run_1/route_heat.png
The die is cut into 12 by 12 equal tiles; white is low, dark blue is high, scaled to the fullest tile. Values are wire area over tile area, all layers added.
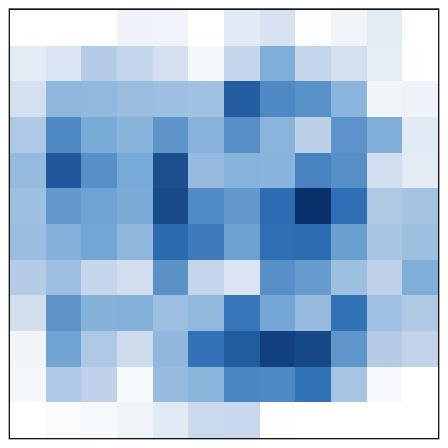
run_1/closeup.png
The bar under the picture is 5 um long. Region (21, 33) to (41, 53) um. Cells in gray, sequential cells in the stronger gray; small squares are vias.
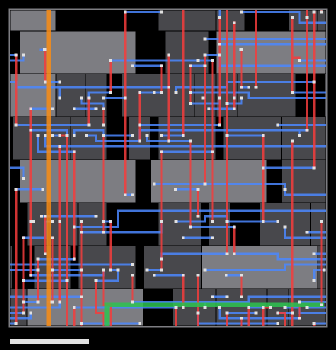
run_1/gates.png
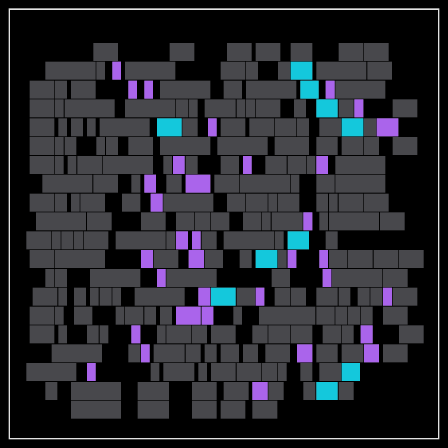
File: config.mk
export PLATFORM = sky130hd
export DESIGN_NAME = suspend_arbiter
export DESIGN_NICKNAME = d
export VERILOG_FILES = /design/src/rtl/suspend_arbiter.sv
export SDC_FILE = /design/constraint.sdc
export NUM_CORES = 1
export LEC_CHECK = 0
export CAP_MARGIN = 5
export CORE_MARGIN = 2
export CORE_UTILIZATION = 51
export CTS_CLUSTER_DIAMETER = 50
export DETAILED_ROUTE_END_ITERATION = 10
export GPL_TIMING_DRIVEN = 0
export PLACE_DENSITY = 0.84
export REMOVE_ABC_BUFFERS = 1
export SKIP_CTS_REPAIR_TIMING = 1
export SYNTH_ARGS = -nofsm -noshare
export SYNTH_HDL_FRONTEND = slang
export SYNTH_SLANG_ARGS = --single-unit
export TNS_END_PERCENT = 30
File: constraint.sdc
create_clock -name clk -period 5.6 [get_ports clk]
set_clock_uncertainty 0.05 [all_clocks]
set_input_delay 1.4 -clock clk [delete_from_list [all_inputs] [get_ports clk]]
set_output_delay 1.4 -clock clk [all_outputs]
set_load 0.02 [all_outputs]
File: src/rtl/suspend_arbiter.sv
// Round-robin owner of the core's single hold resource. Each window freezes the core for a latched per-requester length and records the PC.
// Optional: define SUSPEND_ARB_STATS_EN to add a saturating 16-bit hold_total cycle counter.
module suspend_arbiter #(
    parameter int NUM_REQ = 3,
    parameter int CNT_W   = 5,
    parameter int PC_W    = 8
) (
    input  logic                     clk,
    input  logic                     reset,
    input  logic [NUM_REQ-1:0]       req,
    input  logic [NUM_REQ*CNT_W-1:0] req_len,
    input  logic [PC_W-1:0]          pm_addr,
    output logic [NUM_REQ-1:0]       grant,
    output logic                     hold,
    output logic                     start_hold,
    output logic                     end_hold,
    output logic [CNT_W-1:0]         hold_count,
    output logic [PC_W-1:0]          saved_pc
`ifdef SUSPEND_ARB_STATS_EN
    ,
    output logic [15:0]              hold_total
`endif
);

    localparam int IDX_W = (NUM_REQ > 1) ? $clog2(NUM_REQ) : 1;

    typedef enum logic [1:0] {
        ST_IDLE,
        ST_HOLD,
        ST_END
    } state_t;

    state_t             state_q, state_d;
    logic [NUM_REQ-1:0] grant_q, grant_d;
    logic [IDX_W-1:0]   win_q, win_d;
    logic [IDX_W-1:0]   ptr_q, ptr_d;
    logic [CNT_W-1:0]   len_q, len_d;
    logic [CNT_W-1:0]   hold_count_q, hold_count_d;
    logic [PC_W-1:0]    saved_pc_q, saved_pc_d;
    logic               hold_q, hold_d;
    logic               start_hold_q, start_hold_d;
    logic               end_hold_q, end_hold_d;

    logic               pick_vld;
    logic [IDX_W-1:0]   pick_idx;
    logic [CNT_W-1:0]   pick_len;
    int unsigned        cand;

    // Search starts at ptr_q and wraps, so the last winner is visited last.
    always_comb begin
        pick_vld = 1'b0;
        pick_idx = '0;
        cand     = 0;
        for (int i = 0; i < NUM_REQ; i++) begin
            cand = (int'(ptr_q) + i) % NUM_REQ;
            if (!pick_vld && req[cand]) begin
                pick_vld = 1'b1;
                pick_idx = IDX_W'(cand);
            end
        end
        pick_len = req_len[int'(pick_idx)*CNT_W +: CNT_W];
    end

    always_comb begin
        state_d      = state_q;
        grant_d      = grant_q;
        win_d        = win_q;
        ptr_d        = ptr_q;
        len_d        = len_q;
        hold_count_d = hold_count_q;
        saved_pc_d   = saved_pc_q;
        hold_d       = 1'b0;
        start_hold_d = 1'b0;
        end_hold_d   = 1'b0;

        case (state_q)
            ST_IDLE: begin
                if (pick_vld) begin
                    state_d      = ST_HOLD;
                    grant_d      = {{(NUM_REQ-1){1'b0}}, 1'b1} << pick_idx;
                    win_d        = pick_idx;
                    len_d        = (pick_len == '0) ? CNT_W'(1) : pick_len;
                    saved_pc_d   = pm_addr;
                    hold_count_d = '0;
                    hold_d       = 1'b1;
                    start_hold_d = 1'b1;
                end
            end
            ST_HOLD: begin
                if (hold_count_q == len_q - CNT_W'(1)) begin
                    state_d      = ST_END;
                    hold_count_d = '0;
                    end_hold_d   = 1'b1;
                end else begin
                    hold_count_d = hold_count_q + CNT_W'(1);
                    hold_d       = 1'b1;
                end
            end
            ST_END: begin
                state_d = ST_IDLE;
                grant_d = '0;
                ptr_d   = (win_q == IDX_W'(NUM_REQ - 1)) ? '0 : win_q + IDX_W'(1);
            end
            default: begin
                state_d = ST_IDLE;
                grant_d = '0;
            end
        endcase
    end

    always_ff @(posedge clk) begin
        if (reset) begin
            state_q      <= ST_IDLE;
            grant_q      <= '0;
            win_q        <= '0;
            ptr_q        <= '0;
            len_q        <= '0;
            hold_count_q <= '0;
            saved_pc_q   <= '0;
            hold_q       <= 1'b0;
            start_hold_q <= 1'b0;
            end_hold_q   <= 1'b0;
        end else begin
            state_q      <= state_d;
            grant_q      <= grant_d;
            win_q        <= win_d;
            ptr_q        <= ptr_d;
            len_q        <= len_d;
            hold_count_q <= hold_count_d;
            saved_pc_q   <= saved_pc_d;
            hold_q       <= hold_d;
            start_hold_q <= start_hold_d;
            end_hold_q   <= end_hold_d;
        end
    end

    assign grant      = grant_q;
    assign hold       = hold_q;
    assign start_hold = start_hold_q;
    assign end_hold   = end_hold_q;
    assign hold_count = hold_count_q;
    assign saved_pc   = saved_pc_q;

`ifdef SUSPEND_ARB_STATS_EN
    logic [15:0] hold_total_q, hold_total_d;

    always_comb begin
        hold_total_d = hold_total_q;
        if (hold_q && hold_total_q != 16'hFFFF) begin
            hold_total_d = hold_total_q + 16'd1;
        end
    end

    always_ff @(posedge clk) begin
        if (reset) begin
            hold_total_q <= '0;
        end else begin
            hold_total_q <= hold_total_d;
        end
    end

    assign hold_total = hold_total_q;
`endif

endmodule
==> run summary, run 1 <==
status: finished, final reports clean
met1 global-route usage: 0.2824
Hold WS: 0.4064 ns
Cell Chain, Critical Path: clkdlybuf4s50_1 -> mux2i_1 -> mux2i_4 -> nor3_2 -> or3_1 -> nor2_1 -> o211ai_1 -> o31ai_1
Area Growth Syn to Fin: 31.20%
Top Ports: 47
Site Rows: 20
# placed instances: 292
# H-tree levels: 2
layer with the highest usage: met2
final wirelength: 3874 um
Top Metal Used: met4
met2 WL post-DR: 1766 um
Core Region: 0.003128 mm2
most frequent cells in the layout: clkdlybuf4s50_1, nand2_1, dfxtp_1, nor2_1, a21oi_1
Slew headroom: 0.3489
Sequential Power: 242 uW
post-synthesis cell count from yosys: 213
clock-pin slew on the worst setup and hold paths: 0.11 ns
# setup viols final: 0
max-cap violation count: 0
Root Driver: clkbuf_4
Seq area share: 0.2686
max reg flops: 8
critical path's slowest cell: or3_1
ys flops: 30
initial drt markers: 70
chip area: 0.003820 mm2
clock buffer count in the final layout: 6
yosys stat area: 0.001704 mm2
## Picture notes: route_heat.png
- mean over tiles: 0.16
- nearly empty tiles: 9.7%
- densest ninth of the die: center
- tiles over half the peak: 31%

## Picture notes: closeup.png
- M4: orange
- M3: green
- M2: red
- M1: blue
- cells with their middle in the window: 34
- sequential cells in the window: 6
- most frequent: dfxtp_1 (6), nand2_1 (3)
- netlist names of flops here include: hold_count (3)

## Picture notes: gates.png
- non-inverting ao/oa cells: cyan (cells 10)
- nor cells: purple (cells 34)

==> run 2: changes to the inputs <==
CORE_UTILIZATION = 43   (was 51)
PLACE_DENSITY = 0.76   (was 0.84)
clock period = 3.1 ns   (was 5.6 ns; I/O delays follow)
run_2/pinout.png
The bar under the picture is 20 um long. Pins as bars across the die edge, other pins in gray.
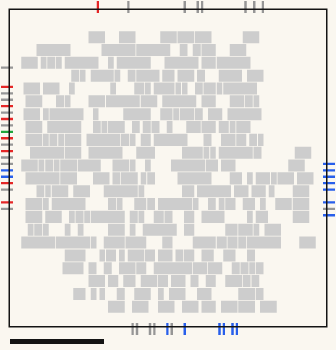
- req_len: blue (pins 15; direction input; edge 7 east, 6 south, 2 west)
- reset: green (pins 1; direction input; edge west)
- saved_pc: red (pins 8; direction output; edge 7 west, 1 north)
- all pins by edge: 20 west, 11 south, 8 north, 8 east

==> run 2 against run 1 <==
Effect of this change: die size grew 17%; final cell count increased by 1.3%; wire length increased by 1.3%; register-to-register slack got worse by 2.4 ns; clock power is 130% higher; cell area rose by 2.0%; synthesized cell count stayed put; sequential share of layout area down 0.52 points; critical path depth shrank 1.
==> run summary, run 2 <==
status: finished, final reports clean (unchanged)
Top Metal Used: met4 (unchanged)
# H-tree levels: 2 (unchanged)
chip area: 0.004483 mm2 (was 0.003820 mm2)
met2 WL post-DR: 1800 um (was 1766 um)
met1 global-route usage: 0.2557 (was 0.2824)
Dominant Register Cell: dfxtp_1 (unchanged)
# setup viols final: 0 (unchanged)
most frequent cells in the layout: clkdlybuf4s50_1, nand2_1, dfxtp_1, nor2_1, a21oi_1 (unchanged)
vias per inst: 5.362 (was 5.367)
Area Growth Syn to Fin: 33.77% (was 31.20%)
initial drt markers: 88 (was 70)
Synth logic family: simple AND/OR/NAND/NOR gates (unchanged)
# placed instances: 296 (was 292)
yosys stat area: 0.001704 mm2 (unchanged)
Slew headroom: 0.3261 (was 0.3489)
ys flops: 30 (unchanged)
Core Region: 0.003744 mm2 (was 0.003128 mm2)
crit-path max cell delay: 0.59 ns (was 0.54 ns)
max reg flops: 8 (unchanged)
critical path's slowest cell: clkdlybuf4s50_1 (was or3_1)
Sequential Power: 438 uW (was 242 uW)
Seq area share: 0.2634 (was 0.2686)
Hold WS: 0.4017 ns (was 0.4064 ns)
post-synthesis cell count from yosys: 213 (unchanged)
Post-Syn Area: 0.001704 mm2 (unchanged)
Root Driver: clkbuf_8 (was clkbuf_4)
clock-pin slew on the worst setup and hold paths: 0.06 ns (was 0.11 ns)
layer with the highest usage: met2 (unchanged)
max-cap violation count: 0 (unchanged)
clock buffer count in the final layout: 7 (was 6)
final wirelength: 3924 um (was 3874 um)
Top Ports: 47 (unchanged)
Site Rows: 22 (was 20)
hold_sp: saved_pc[5]$_SDFFE_PP0P_ (was saved_pc[2]$_SDFFE_PP0P_)
clk sinks: 30 (unchanged)
Power and IR drop assume default switching activity.
